<file path="src/rtl/uart_tx.sv">
// uart_tx: serial transmitter sending start, LSB-first data, optional even/odd parity and stop, one bit per clk
module uart_tx #(
    parameter int DATA_WIDTH = 8
) (
    input  logic                  clk,
    input  logic                  rst_n,
    input  logic [DATA_WIDTH-1:0] p_data,
    input  logic                  data_valid,
    input  logic                  par_en,
    input  logic                  par_type,
    output logic                  tx_out,
    output logic                  busy
);
    localparam int CW = (DATA_WIDTH > 1) ? $clog2(DATA_WIDTH) : 1;
    typedef enum logic [2:0] {IDLE, START, DATA, PARITY, STOP} state_t;
    state_t                state, state_n;
    logic [CW-1:0]         cnt, cnt_n;
    logic [DATA_WIDTH-1:0] data_q;
    logic                  par_en_q, par_type_q, load, last, tx_n;
    assign last = cnt == CW'(DATA_WIDTH - 1);
    always_comb begin
        state_n = state;
        cnt_n   = cnt;
        load    = 1'b0;
        case (state)
            IDLE: begin
                load    = data_valid;
                state_n = data_valid ? START : IDLE;
            end
            START:   state_n = DATA;
            DATA: begin
                cnt_n   = last ? '0 : cnt + 1'b1;
                state_n = last ? (par_en_q ? PARITY : STOP) : DATA;
            end
            PARITY:  state_n = STOP;
            STOP:    state_n = IDLE;
            default: state_n = IDLE;
        endcase
        // outputs are registered, so they are derived from the state being entered
        tx_n = state_n == START  ? 1'b0 :
               state_n == DATA   ? data_q[cnt_n] :
               state_n == PARITY ? ^data_q ^ par_type_q : 1'b1;
    end
    always_ff @(posedge clk) begin
        if (!rst_n) begin
            state      <= IDLE;
            cnt        <= '0;
            data_q     <= '0;
            par_en_q   <= 1'b0;
            par_type_q <= 1'b0;
            tx_out     <= 1'b1;
            busy       <= 1'b0;
        end else begin
            state  <= state_n;
            cnt    <= cnt_n;
            tx_out <= tx_n;
            busy   <= state_n != IDLE;
            if (load) begin
                data_q     <= p_data;
                par_en_q   <= par_en;
                par_type_q <= par_type;
            end
        end
    end
endmodule

</file>
<file path="config.mk">
export PLATFORM = sky130hd
export DESIGN_NAME = uart_tx
export DESIGN_NICKNAME = d
export VERILOG_FILES = /design/src/rtl/uart_tx.sv
export SDC_FILE = /design/constraint.sdc
export NUM_CORES = 1
export LEC_CHECK = 0
export ABC_AREA = 1
export CORE_UTILIZATION = 55
export CTS_BUF_LIST = sky130_fd_sc_hd__clkbuf_16
export CTS_CLUSTER_SIZE = 40
export DETAILED_ROUTE_END_ITERATION = 8
export PLACE_DENSITY_LB_ADDON = 0.08
export SYNTH_ARGS = -nofsm -noshare
export SYNTH_HDL_FRONTEND = slang
export SYNTH_SLANG_ARGS = --single-unit
</file>
<file path="constraint.sdc">
create_clock -name clk -period 2.8 [get_ports clk]
set_input_delay 0.42 -clock clk [delete_from_list [all_inputs] [get_ports clk]]
set_output_delay 0.42 -clock clk [all_outputs]
set_load 0.1 [all_outputs]
</file>
**Sequential cells coloured by netlist name**

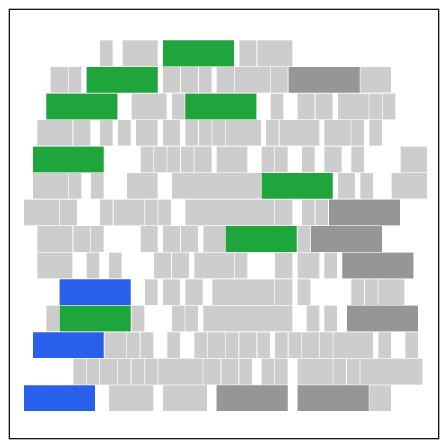
legend:
  blue:
    signal: cnt
    flops: 3
  green:
    signal: data_q
    flops: 8
not coloured: 7
sequential cell area: 360.3 um2
sequential portion of the cell area: 0.3028
sequential power: 0.298 mW
Final Util: 0.7548

**Clock wires, drivers and flops**

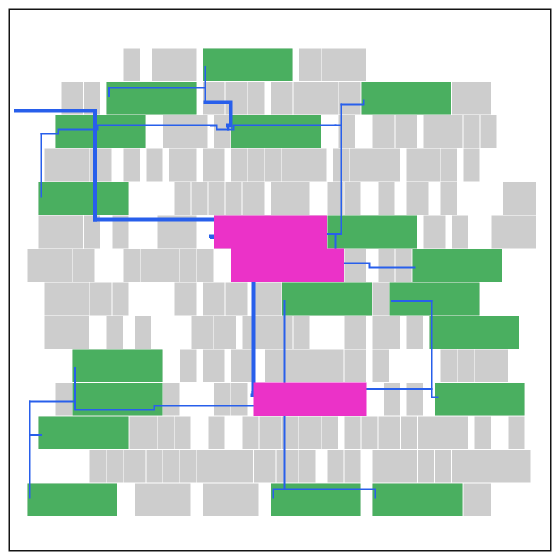
legend:
  magenta:
    item: cells driving clock nets
    count: 3
  blue:
    item: clock wires
    length: 210 um
  green:
    item: flip-flops
    count: 18
flops lie: all over the die
Clock group: 0.283 mW
worst clock skew: 0.002320 ns
Clk pwr share: 0.374

**Cell outlines without signal wires**

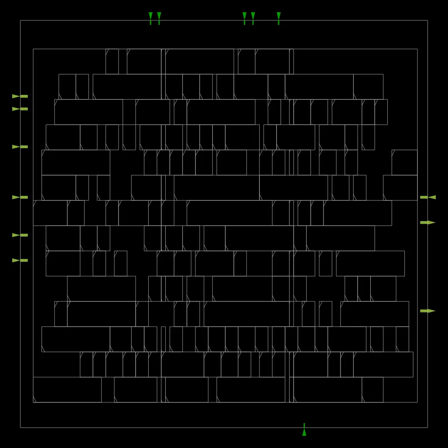
FILL cells: 125
Flop Count: 18
non-filler cells, final: 169
TAP cells: 16
row count: 14

==> results.txt <==
run status: finished, final reports clean
critical path's top delay family: buffers and inverters
switching power: 0.2222 mW
Clock Latency Late Sink: 0.25 ns
Final Setup Violations: 0
ANT nets after route: 0
Overflow after GRT: 0
Hold Crit Endpoint: par_type_q$_SDFFE_PN0P_
Synth Cell Area: 964.7 um2
NumNets Final: 170
Final Max Tran Viols: 0
maximum VDD drop: 0.4011 mV
Die Y: 43.88 um
HP Start: par_type_q$_SDFFE_PN0P_
Pleak: 0.5230 nW
Sinks on Clock Net: 18
Fin. Hold Viols: 0
I/O Buffers: 14
CTS tree: yes
layout cells sized above 1: 0.09150
Critical R2R Capture: busy$_SDFF_PN0_
biggest area cells: dfxtp_1 37%, nor2_1 11%, nand2_1 9.3%
chip area: 0.001925 mm2
Bufs and invs on worst path: 2
synthesized instance count: 137
RSZ-0062 raised after global routing: false
slowest CP cell: clkdlybuf4s50_1
Post-DP HPWL: 1.523 mm
post-synth cell types: 23
Basic Gates by Area: 0.3813
placed cell count: 165
Max Clock Freq: 573.2 MHz
Worst path max stage delay: 0.40 ns
CTS H-tree lvls: 1
postcts setup bufs: 0
fin area: 0.001190 mm2
cell depth of the worst flop-to-flop path: 5
initial antenna violation count: 0
YS chip area: 964.7 um2
tool warnings: 27
vias in the first global route: 891
# hold bufs at CTS: 0
share of the synthesized area in the top cell type: 0.3735
Detailed Routing Iterations Pass 1: 6
worst path cell trace: clkdlybuf4s50_1 -> nand4_1 -> clkinv_1 -> nor2_4 -> a31oi_1
aoi share: 0.08949
area delta synth->final: 23.35%
crit end category: flop
Post-Syn Area per Cell: 7.041 um2
hold depth: 2
XOR Share, Synth: 0.04540
crit path from: data_valid
r2r setup slk: 1.09 ns
Top Ports: 15
largest net degree at the start of global routing: 14
Yosys Instances: 137
worst hold path type: flop to flop
measured slew at the worst slew-check pin: 0.5195 ns
dominant kind of combinational cell: simple AND/OR/NAND/NOR gates
Post-synth seq share: 0.3735
#FFs+latches synth: 18
Worst path depth: 5
largest area contributor in the synthesized netlist: dfxtp_1
Post-DP Area: 0.001111 mm2
core area: 0.001577 mm2
CP Capture Point: busy$_SDFF_PN0_
Root Driver: clkbuf_16
Max FO, Critical Path: 13
Internal Dissipation: 0.5357 mW
CP arrival: 1.87 ns
most frequent cells in the layout: 27 x nor2_1, 24 x nand2_1, 18 x dfxtp_1, 15 x nand3_1, 13 x inv_1
part of the power in registers: 0.393
CP required: 2.93 ns
critical path class: input port to flop
first-pass GRT wire length: 3.615 mm
Final min period: 1.745 ns
Mapped Nets: 153
Antenna Cells: 0
chip width: 43.88 um
clock-pin slew of the registers on the worst-case setup and hold paths: 0.05 ns
pwr dens: 637.0 mW/mm2
Setup crit start kind: input port
WHS: 0.4747 ns
Tcrit/Tclk final: 0.6231
Reg-to-Reg Start: state[2]$_SDFF_PN0_
Ys Warns: 0
Vias/cell: 5.432
Post-route DRC: 0
Design Power: 0.7580 mW
Max clock buf depth: 2
switching share of power: 0.2932
Final Worst Setup Slack: 1.055 ns
Place WS: 0.8200 ns
total CTS buffers: 3
Post-Synth Adder-Cell Area: 0.03891
Fin Setup TNS: 0 ns
Commonest Layout Cell: nor2_1
MaxCap Viol Count: 0
Init Core Util: 0.6119
post-CTS sizing: 0
Combinational Power Share: 0.233
**Signal metal coverage by tile**

Scale bar: 10 um. 9 x 9 tiles, from dark purple (low) to yellow (high), scaled to the fullest tile. Values are wire area over tile area, all layers added.
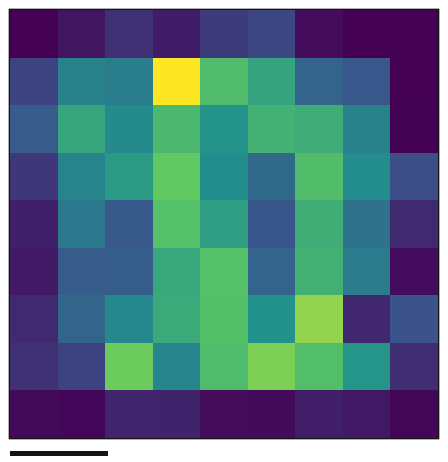
emptiest ninth of the die: north-east
tiles over half the peak: 32%
fullest tile: 0.48
mean over tiles: 0.17
nearly empty tiles: 8.6%
routed len/inst: 12.18 um
detailed-route via count: 918
final WL: 2.059 mm
Total Routing Usage GR: 0.2552

**Drive-strength map**

Scale bar: 10 um.
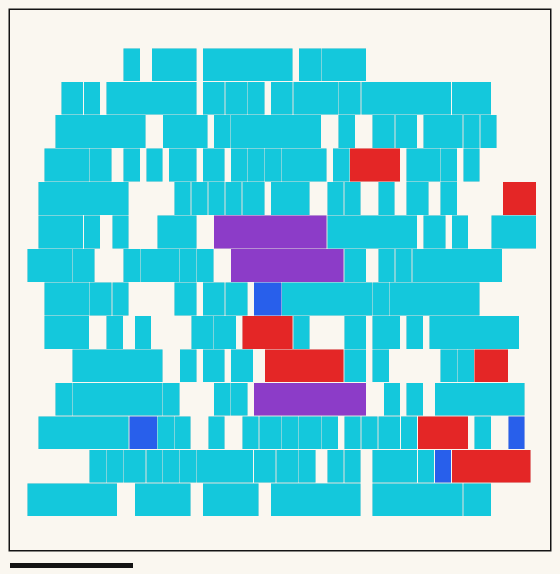
legend:
  blue:
    size: drive 2
    cells: 4
  cyan:
    size: drive 1 or less
    cells: 139
    most_used: nor2_1
  red:
    size: drive 3 to 4
    cells: 7
  purple:
    size: drive 6 and up
    cells: 3
    most_used: clkbuf_16

## state kept, by name (all words and copies together) (netlist names)
name,cells
par_type_q,1
cnt,3
tx_out,1
data_q,8
busy,1
state,3
par_en_q,1
## layer usage
metal	part of all wire	vias up	global-route usage
li1	-	468	-
met1	0.42	418	0.3039
met2	0.51	25	0.4567
met3	0.048	7	0.03750
met4	0.018	0	0.1030
met5	0	-	0
## synthesized netlist by cell type
cell and count:
nor2_1 27, nand2_1 24, dfxtp_1 18, nand3_1 15, inv_1 13, o21ai_0 10
a21oi_1 4, xnor2_1 4, ha_1 3, inv_2 2, nand2_2 2, nand3_4 2
nor2_4 2, o21ai_1 2, a31oi_1 1, and2_1 1, buf_2 1, clkbuf_1 1
clkinv_1 1, nand2_4 1, nand3b_1 1, nand4_1 1, xor2_1 1
## power groups by stage
stage / Sequential (mW) / Clock [mW] / Combinational [mW]
2_1_floorplan: 0.323 / 0 / 0.107
3_3_place_gp: 0.302 / 0 / 0.167
3_5_place_dp: 0.303 / 0 / 0.173
4_1_cts: 0.298 / 0.285 / 0.177
5_1_grt: 0.301 / 0.298 / 0.197
6_report: 0.298 / 0.283 / 0.177
## tightest hold or removal path, stage by stage, from the launching register on
cell	delay [ns]
dfxtp_1	0.30
inv_1	0.07
a21oi_1	0.06
## cell type report
type	count	area, um2	area share
Clock buffer	3	75.07	0.06309
Clock inverter	1	3.754	0.003155
Inverter	16	60.06	0.05047
Multi-Input combinational cell	101	535.5	0.4501
Sequential cell	18	360.3	0.3028
Tap cell	16	20.02	0.01682
Timing Repair Buffer	14	135.1	0.1136
No activity file was given, so power comes from the tool's default toggle rates.
